Fig. 1: cells by drive strength
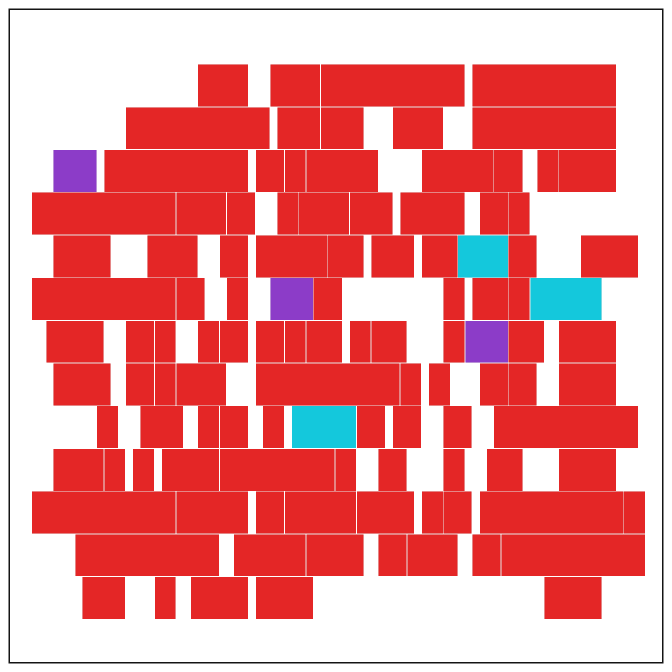
Fig. 2: clock network drawn from the DEF
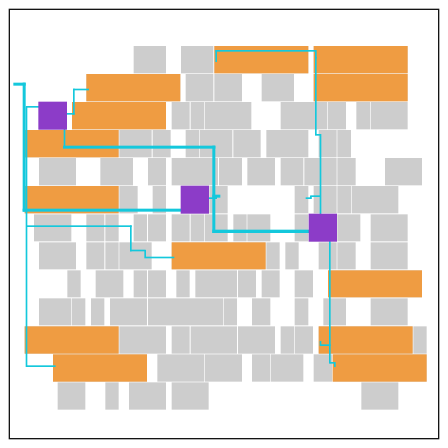
Fig. 3: signal wires on met1
Supply wires on this layer in grey. Cells faint in the background.
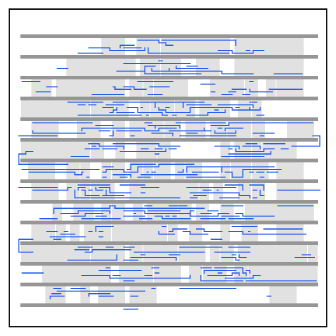
Fig. 4: cells coloured by class
Scale bar: 10 um.
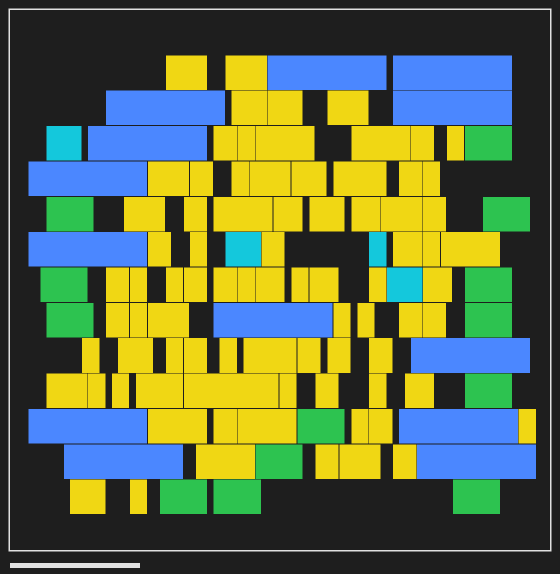
==> config.mk <==
export PLATFORM = sky130hd
export DESIGN_NAME = unary_add_n
export DESIGN_NICKNAME = d
export VERILOG_FILES = /design/src/rtl/unary_add_n.sv
export SDC_FILE = /design/constraint.sdc
export NUM_CORES = 1
export LEC_CHECK = 0
export CORE_MARGIN = 1
export CORE_UTILIZATION = 55
export DETAILED_ROUTE_END_ITERATION = 10
export HOLD_SLACK_MARGIN = 0.1
export PLACE_DENSITY_LB_ADDON = 0.15
export REMOVE_ABC_BUFFERS = 1
export SYNTH_ARGS = -nofsm -noshare
export SYNTH_HDL_FRONTEND = slang
export SYNTH_SLANG_ARGS = --single-unit
==> constraint.sdc <==
create_clock -name clk -period 2.7 [get_ports clk]
set_input_delay 0.27 -clock clk [delete_from_list [all_inputs] [get_ports clk]]
set_output_delay 0.27 -clock clk [all_outputs]
set_load 0.005 [all_outputs]
==> src/rtl/unary_add_n.sv <==
// ---------------------------------------------------------------------------
// unary_add_n
//
// N-input unary (stream-count) adder. The read phase counts the 1s seen on
// NUM_IN serial unary lanes. The write phase replays that total as a unary
// stream: dout is high for exactly `count` enabled cycles, then done rises.
// Overflow either clamps or wraps, depending on SAT_MODE. The sticky C flag
// records that the current frame went past the counter's range.
//
// Parameters
//   NUM_IN   - number of serial unary input lanes (1..16)
//   CNT_W    - accumulator / emit-counter width (max count 2**CNT_W-1)
//   SAT_MODE - 1 = clamp at max on overflow, 0 = wrap modulo 2**CNT_W
//
// Ports
//   clk           in   rising-edge clock
//   rst           in   asynchronous active-high reset
//   en            in   clock enable; 0 freezes every register
//   clr           in   synchronous clear (qualified by en)
//   read_or_write in   0 = accumulate, 1 = emit
//   din           in   one unary bit per lane
//   dout          out  registered unary output stream
//   C             out  sticky overflow/carry flag
//   done          out  emission complete
//   count         out  current accumulated value
// ---------------------------------------------------------------------------
module unary_add_n #(
    parameter int NUM_IN   = 2,
    parameter int CNT_W    = 4,
    parameter bit SAT_MODE = 1'b1
) (
    input  logic              clk,
    input  logic              rst,
    input  logic              en,
    input  logic              clr,
    input  logic              read_or_write,
    input  logic [NUM_IN-1:0] din,
    output logic              dout,
    output logic              C,
    output logic              done,
    output logic [CNT_W-1:0]  count
);

    // The popcount is wide enough for all lanes high at once. The sum is
    // wide enough to hold count + popcount without losing the carry.
    localparam int POP_W = $clog2(NUM_IN + 1);
    localparam int SUM_W = CNT_W + POP_W;
    localparam logic [CNT_W-1:0] CNT_MAX = {CNT_W{1'b1}};

    typedef enum logic [1:0] {
        IDLE  = 2'd0,
        ACCUM = 2'd1,
        EMIT  = 2'd2,
        DONE  = 2'd3
    } state_t;

    state_t             state_q, state_d;
    logic [CNT_W-1:0]   count_q, count_d;
    logic [CNT_W-1:0]   rem_q,   rem_d;
    logic               dout_q,  dout_d;
    logic               c_q,     c_d;
    logic               done_q,  done_d;

    logic [POP_W-1:0]   pop;
    logic [SUM_W-1:0]   acc_sum;
    logic               acc_ovf;
    logic [CNT_W-1:0]   acc_val;
    logic [SUM_W-1:0]   fresh_sum;
    logic               fresh_ovf;
    logic [CNT_W-1:0]   fresh_val;

    // Count the lanes that are high on this edge. All lanes land in the
    // same cycle, so the order of the lanes does not matter.
    always_comb begin
        pop = '0;
        for (int i = 0; i < NUM_IN; i++) begin
            pop = pop + POP_W'(din[i]);
        end
    end

    // The candidate accumulator value has two sources. acc_* continues the
    // running frame. fresh_* starts a new frame from zero, which happens
    // when DONE sees rw=0. Both paths apply the same overflow policy.
    always_comb begin
        acc_sum   = SUM_W'(count_q) + SUM_W'(pop);
        acc_ovf   = (acc_sum > SUM_W'(CNT_MAX));
        acc_val   = acc_ovf ? (SAT_MODE ? CNT_MAX : acc_sum[CNT_W-1:0])
                            : acc_sum[CNT_W-1:0];
        fresh_sum = SUM_W'(pop);
        fresh_ovf = (fresh_sum > SUM_W'(CNT_MAX));
        fresh_val = fresh_ovf ? (SAT_MODE ? CNT_MAX : fresh_sum[CNT_W-1:0])
                              : fresh_sum[CNT_W-1:0];
    end

    // Next-state and next-output logic. Every register defaults to holding
    // its value. clr takes priority over read_or_write, which takes
    // priority over din. Emission counts down a separate rem copy, so count
    // stays readable while the stream is replayed.
    always_comb begin
        state_d = state_q;
        count_d = count_q;
        rem_d   = rem_q;
        dout_d  = dout_q;
        c_d     = c_q;
        done_d  = done_q;

        if (clr) begin
            state_d = IDLE;
            count_d = '0;
            rem_d   = '0;
            dout_d  = 1'b0;
            c_d     = 1'b0;
            done_d  = 1'b0;
        end else begin
            unique case (state_q)
                IDLE, ACCUM: begin
                    dout_d = 1'b0;
                    if (read_or_write) begin
                        // Entry edge: latch the total and start emitting
                        // on the next edge.
                        rem_d   = count_q;
                        state_d = EMIT;
                    end else begin
                        state_d = ACCUM;
                        count_d = acc_val;
                        if (acc_ovf) begin
                            c_d = 1'b1;
                        end
                    end
                end

                EMIT: begin
                    if (read_or_write) begin
                        if (rem_q != '0) begin
                            dout_d = 1'b1;
                            rem_d  = rem_q - CNT_W'(1);
                        end else begin
                            dout_d  = 1'b0;
                            done_d  = 1'b1;
                            state_d = DONE;
                        end
                    end else begin
                        // Abort: stop the stream and keep the running total.
                        // This edge's data still counts.
                        dout_d  = 1'b0;
                        rem_d   = '0;
                        state_d = ACCUM;
                        count_d = acc_val;
                        if (acc_ovf) begin
                            c_d = 1'b1;
                        end
                    end
                end

                DONE: begin
                    dout_d = 1'b0;
                    if (read_or_write) begin
                        done_d = 1'b1;
                    end else begin
                        // A new frame starts with this edge's data.
                        state_d = ACCUM;
                        count_d = fresh_val;
                        c_d     = fresh_ovf;
                        done_d  = 1'b0;
                    end
                end

                default: begin
                    state_d = IDLE;
                end
            endcase
        end
    end

    // State and output registers. Reset clears them asynchronously. With
    // en low every register holds, so a frozen emission resumes without
    // losing or adding high cycles.
    always_ff @(posedge clk or posedge rst) begin
        if (rst) begin
            state_q <= IDLE;
            count_q <= '0;
            rem_q   <= '0;
            dout_q  <= 1'b0;
            c_q     <= 1'b0;
            done_q  <= 1'b0;
        end else if (en) begin
            state_q <= state_d;
            count_q <= count_d;
            rem_q   <= rem_d;
            dout_q  <= dout_d;
            c_q     <= c_d;
            done_q  <= done_d;
        end
    end

    assign dout  = dout_q;
    assign C     = c_q;
    assign done  = done_q;
    assign count = count_q;

endmodule

==> results.json <==
{
  "std_cell_rows": 13,
  "tightestPinTransition_ns": 0.494,
  "path_delay_family": "adder cells",
  "gp_congestion": 0.865,
  "io_pins": 14,
  "finalHoldWorstSlack_ns": 0.319,
  "worst-path-buf-inv": 2,
  "worst_hold_path_type": "primary input to async pin",
  "finalNetCount": 125,
  "sh_seq_area_pct": 31.8,
  "cts_buffers": 3,
  "status": "complete, no violations",
  "combGateArea_um2": 480,
  "antenna_found_initial": 0,
  "wl_met1_um": 863,
  "inverters": 11,
  "clkSinkCount": 13,
  "flop_cell": "dfrtp_1",
  "cts.reportedPaths.clkPinSlew_ns": 0.07,
  "drt-pass1-iter-count": 4,
  "power.density_cell_area_nw_per_um2": 518,
  "end_kind": "flop",
  "yosys-stat-area_um2": 860,
  "finClkSkew_ns": 0.000572,
  "antenna_cells": 0,
  "wl_met3_um": 86
}
About Fig. 1:
- cyan: drive 2 (cells 3; share 2.7%)
- red: drive 1 or less (cells 105; share 95%)
- purple: drive 3 to 4 (cells 3; share 2.7%; most used clkbuf_4)
Final Instance Area: 1020 um^2
number of non-clock buffers: 13

About Fig. 2:
- orange: flip-flops (count 13)
- cyan: clock wires (length 167 um)
- purple: cells driving clock nets (count 3)
- flops lie: spread over the die
- routed clock nets: 4

About Fig. 3:
- share of all routed wire: 48%
- main direction: horizontal
GR Util met1: 32.0%
Routed WL: 1.79 mm

About Fig. 4:
- green: other buffers and delay cells (cells 13; share of their area 13%)
- blue: flip-flops (cells 13; share of their area 32%)
- yellow: all other logic (cells 81; share of their area 52%)
- cyan: clock drivers and dummy loads (cells 4; share of their area 2.6%)

-- registers in the layout (all words and copies together) (netlist names) --
| signal | cells |
|---|---|
| count | 4 |
| rem_q | 4 |
| state_q | 2 |
| C | 1 |
| done | 1 |
| dout | 1 |
-- cell usage in the layout, fill, tap and decap left out, types with 2 or more instances in the layout --
master,netlist,final
ha_1,5,5
nor3_1,3,3
clkdlybuf4s50_1,0,13
nand2_1,7,7
a31oi_1,3,3
a211o_1,2,2
nand2b_1,3,3
clkbuf_4,0,3
inv_1,11,11
dfrtp_1,13,13
o21ai_0,7,7
o2bb2ai_1,2,2
nor3b_1,3,3
nand3_1,2,2
a21oi_1,11,11
nor2_1,6,6
-- path summary, 6_finish.rpt --
kind / start / endpoint / slack, ns
max: din[0] / count[0]$_DFFE_PP0P_ / 0.68
min: rst / state_q[1]$_DFFE_PP0P_ / 0.32
max reg2reg: count[0]$_DFFE_PP0P_ / count[0]$_DFFE_PP0P_ / 0.94
min reg2reg: rem_q[1]$_DFFE_PP0P_ / rem_q[1]$_DFFE_PP0P_ / 0.52
max in group asynchronous: rst / state_q[0]$_DFFE_PP0P_ / 2.05
min in group clk: rem_q[1]$_DFFE_PP0P_ / rem_q[1]$_DFFE_PP0P_ / 0.52
-- power breakdown --
group / internal (mW) / switching [mW] / total [mW]
Sequential: 0.217 / 0.0272 / 0.244
Clock: 0.0574 / 0.0615 / 0.119
Combinational: 0.0847 / 0.0811 / 0.166
-- metrics by stage --
step                      instances  setup slack (ns)  power, mW
final                           126             0.676      0.529
after floorplan                  94             0.933      0.347
after global routing            126             0.567      0.569
after detailed placement        122             0.390      0.414
after global placement          122             0.481      0.408
after CTS                       126             0.682      0.534
Power and IR drop assume default switching activity.
